==> config.mk <==
export PLATFORM = sky130hd
export DESIGN_NAME = uart_tx_arbiter
export DESIGN_NICKNAME = d
export VERILOG_FILES = /design/src/rtl/uart_tx_arbiter.sv
export SDC_FILE = /design/constraint.sdc
export NUM_CORES = 1
export LEC_CHECK = 0
export CAP_MARGIN = 20
export CORE_UTILIZATION = 40
export CTS_BUF_LIST = sky130_fd_sc_hd__clkbuf_4 sky130_fd_sc_hd__clkbuf_8
export DETAILED_ROUTE_END_ITERATION = 16
export HOLD_SLACK_MARGIN = 0.1
export PLACE_DENSITY = 0.77
export SLEW_MARGIN = 20
export SYNTH_ARGS = -nofsm -noshare
export SYNTH_HDL_FRONTEND = slang
export SYNTH_SLANG_ARGS = --single-unit
==> constraint.sdc <==
create_clock -name CLK -period 1.55 [get_ports CLK]
set_input_delay 0.31 -clock CLK [delete_from_list [all_inputs] [get_ports CLK]]
set_output_delay 0.31 -clock CLK [all_outputs]
set_load 0.05 [all_outputs]
**Run 1: where the registers sit**

The bar under the picture is 10 µm long. Other sequential cells in the stronger gray, the rest of the logic in the fainter gray.
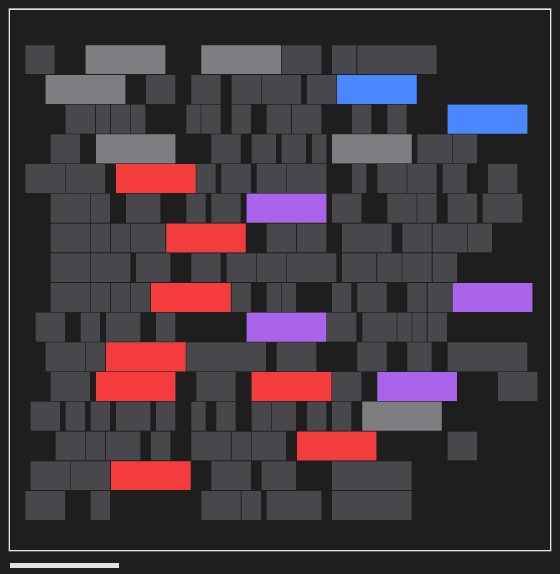
| netlist name | color | flops |
|---|---|---|
| cnt_q | purple | 4 |
| state_q | blue | 2 |
| TX_P_DATA | red | 8 |
utilization after layout: 69.73%
power attributed to sequential cells: 0.000570 W

**Run 1: routing congestion map**

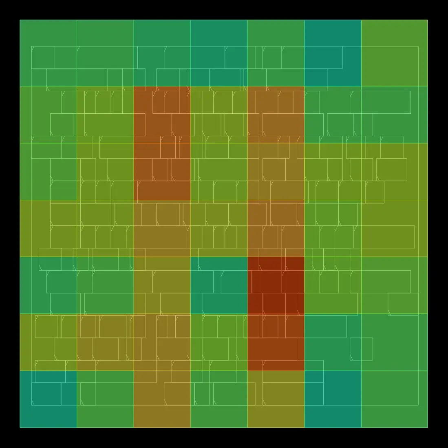
met2 demand-to-capacity share in global routing: 33.11%
most crowded layer after global routing: met2
met1 GRT Util: 25.14%
GR Layer Usage met3: 3.427%
per-cell routed wire length: 12.44 µm

**Run 1: gate-type map**

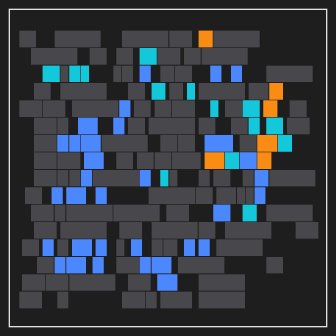
| family | color | cells |
|---|---|---|
| NOR gates | cyan | 14 |
| AND and OR gates | orange | 6 |
| inverting AOI/OAI gates | blue | 32 |
most frequent logic cell in the layout: buf_4
logic gate fraction of the total cell area: 33.22%

**Run 1: a small window of the routed layout**

The bar under the picture is 10 µm long. Window x 0 to 25, y 0 to 25 µm. Cells in gray, sequential cells in the stronger gray; small squares are vias.
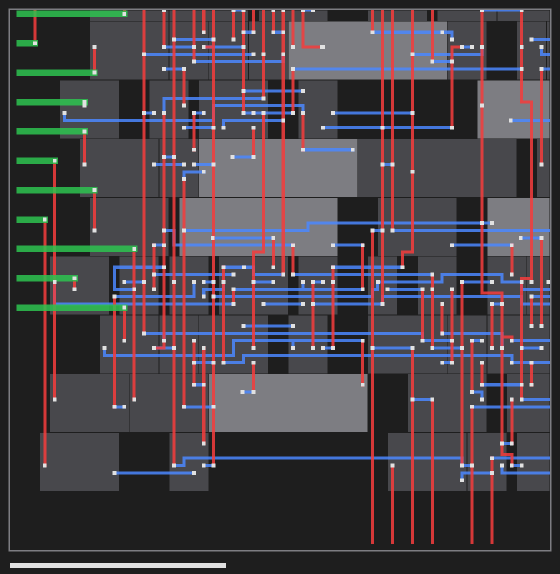
| layer | color |
|---|---|
| metal 3 | green |
| metal 2 | red |
| metal 1 | blue |
sequential cells in the window: 4
cells with their middle in the window: 42
most frequent: clkdlybuf4s50_1 (10), nand3_1 (7), o21ai_0 (6)

==> writeup.txt, run 1 <==
The post-route minimum period was 1.483 ns. The layout report lists the multi-input gate area as 473.0 µm². For the number of hold buffers added after cts, the log shows 0. The leakage component of the power was reported as 0.5555 nW.

The run gives 3.705 mm for the global-route wire length before repair. Main flop type: dfxtp_1. The number of stages on the worst hold path works out to 1. The run gives 126 for the number of nets at floorplan. The register fraction of the total cell area came out at 28.12%. The chip occupies 0.002443 mm². By area, combinational gates come first. Counting buffers and inverters, the worst setup path is 2 cells deep.

The simple logic cell fraction of the synthesized area is 25.31%. TritonCTS built the clock tree. After synthesis, the share of cell area in mux cells is 2.225%. Logic depth along the worst register-to-register path is recorded as 4.

The run gives 0.001424 mm² as the total non-filler cell area in the finished layout. Setup slack on the worst reg-to-reg path comes out at 0.08 ns. The via count of the first global-routing pass came out at 845. Summing internal, switching and leakage power gives 0.001256 W. In the synthesized netlist, the cells that appear most often are 20 x dfxtp_1, 11 x nand3_1, 10 x a21oi_1, 10 x o21ai_0, 8 x a311oi_1. The run finished with clean final reports. For the final routed database, the setup TNS stands at 0 ns.

A synthesized cell averages 8.650 µm². Per the post-route antenna check, the number of violating nets is 0. For the power of the clock network, the log shows 0.000301 W. The portion of total power attributed to combinational logic was 30.7%.

The most critical hold endpoint after final layout shows a slack of 0.4964 ns. The instance count after placement with tap cells included was 173; the buffers plus inverters on the worst setup path was 1. With the sum of met3 wire segment lengths after detailed routing at 90 µm, the violation tally from detailed-route iteration zero is 12. The number of max-slew violations in the final report is 0. For this run, the slowest stage of the critical path takes 0.38 ns. Yosys mapped a number of flops with a built-in enable equal to 0. The synthesis report lists the most area-consuming cells as dfxtp_1 45%, a311oi_1 7.8%, nand3_1 6.1%.
--- run 2 (diff from run 1) ---
--- a/config.mk
+++ b/config.mk
@@ -11,6 +11,7 @@
 export DETAILED_ROUTE_END_ITERATION = 16
 export HOLD_SLACK_MARGIN = 0.1
 export PLACE_DENSITY = 0.77
+export SKIP_LAST_GASP = 1
 export SLEW_MARGIN = 20
 export SYNTH_ARGS = -nofsm -noshare
 export SYNTH_HDL_FRONTEND = slang
**Run 2: where the registers sit**

The bar under the picture is 10 µm long. Other sequential cells in the stronger gray, the rest of the logic in the fainter gray.
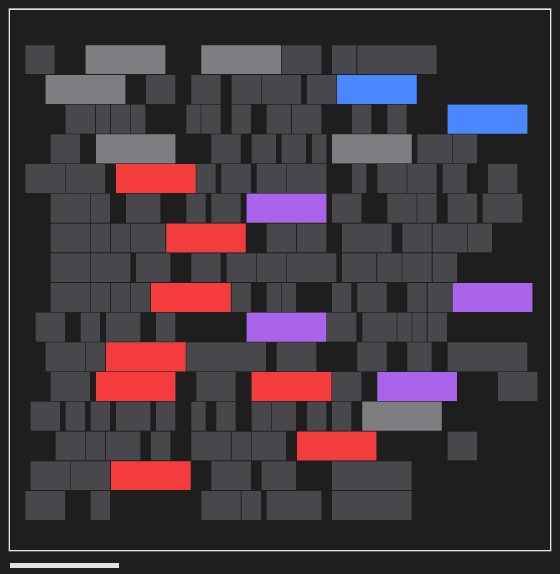
| netlist name | color | flops |
|---|---|---|
| TX_P_DATA | red | 8 |
| cnt_q | purple | 4 |
| state_q | blue | 2 |
area taken by flip-flops and latches: 400.4 µm²
share of the final layout cell area in sequential cells: 28.12%

==> writeup.txt, run 2 <==
The flow ran to the end, and the final reports show no timing, DRC or antenna violations. In the final routed layout, each cell accounts on average for 12.44 µm. met2 track demand over resource after global routing is 33.11%. For the global-route wire length before repair, the log shows 3.705 mm. The tools report the reg-to-reg setup timing slack as 0.08 ns. Setup repair after global routing left no endpoint under its margin. TritonCTS built the clock tree. In the global route stage, met1 resource usage came out at 25.14%. The sum of met3 wire segment lengths after detailed routing is 90 µm. After synthesis, the share of cell area in mux cells is 2.225%.

Total non-filler cell area in the finished layout: 0.001424 mm². The sequential cell power came out at 0.000570 W. The main area contributors are dfxtp_1 45%, a311oi_1 7.8%, nand3_1 6.1%. The via count of the first global-routing pass is 845, and the post-route minimum period is 1.483 ns. The detail route stage leaves a number of antenna-violating nets equal to 0. The area of combinational cells with multiple inputs came out at 473.0 µm². With the mean instance size in the synthesized netlist at 8.650 µm², the worst stage delay on the critical path is 0.38 ns. Global routing consumed, on the met3 layer, 3.427% of the routing resources. The overall die size recorded for this design is 0.002443 mm². Number of stages on the worst hold path: 1.

Global routing's busiest layer: met2. Summed over the clock group, the power is 0.000301 W. The logs give 69.73% for the post-route core utilization and 0 for the number of hold buffers added after cts. The tools report the total wirelength of the detailed-routed design as 2.202 mm.

The violation tally from detailed-route iteration zero came out at 12. Summing the areas of all and, or, nand and nor instances in the mapped netlist gives 25.31% of the synthesized area. The portion of total power attributed to combinational logic came out at 30.7%.

The run gives 0.001256 W as the overall power of the completed layout. With the count of flip-flops with a built-in enable after synthesis at 0, the worst-case reg-to-reg path depth is 4. Per the OpenROAD timing report, the critical path contains 2 cells. In the final timing run, aggregate negative setup slack is 0 ns.

The run gives 0.0003881 W as the net switching power. The library cell used most frequently in the layout, excluding fill and tap cells, is buf_4. Counting instances in the post-synthesis netlist gives the leading cell types as 20 x dfxtp_1, 11 x nand3_1, 10 x a21oi_1, 10 x o21ai_0, 8 x a311oi_1. The run gives 126 as the number of nets at floorplan. The buffers plus inverters on the worst setup path was 1; the instance count after placement with tap cells included was 173. The script extracted a total leakage power of 0.5555 nW.

Warnings reported by Yosys during synthesis add up to 0. For reference, the final report shows the max-slew violation count at 0. The main flop type was dfxtp_1.
**Run 2: gate-type map**

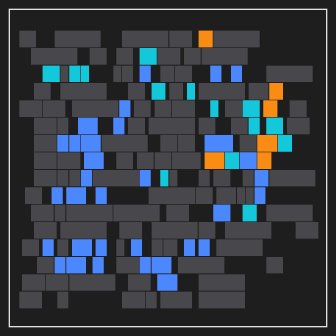
| family | color | cells |
|---|---|---|
| AND and OR gates | orange | 6 |
| NOR gates | cyan | 14 |
| inverting AOI/OAI gates | blue | 32 |
Layout Cells excl Fill: 177

No activity file was given, so power comes from the tool's default toggle rates.
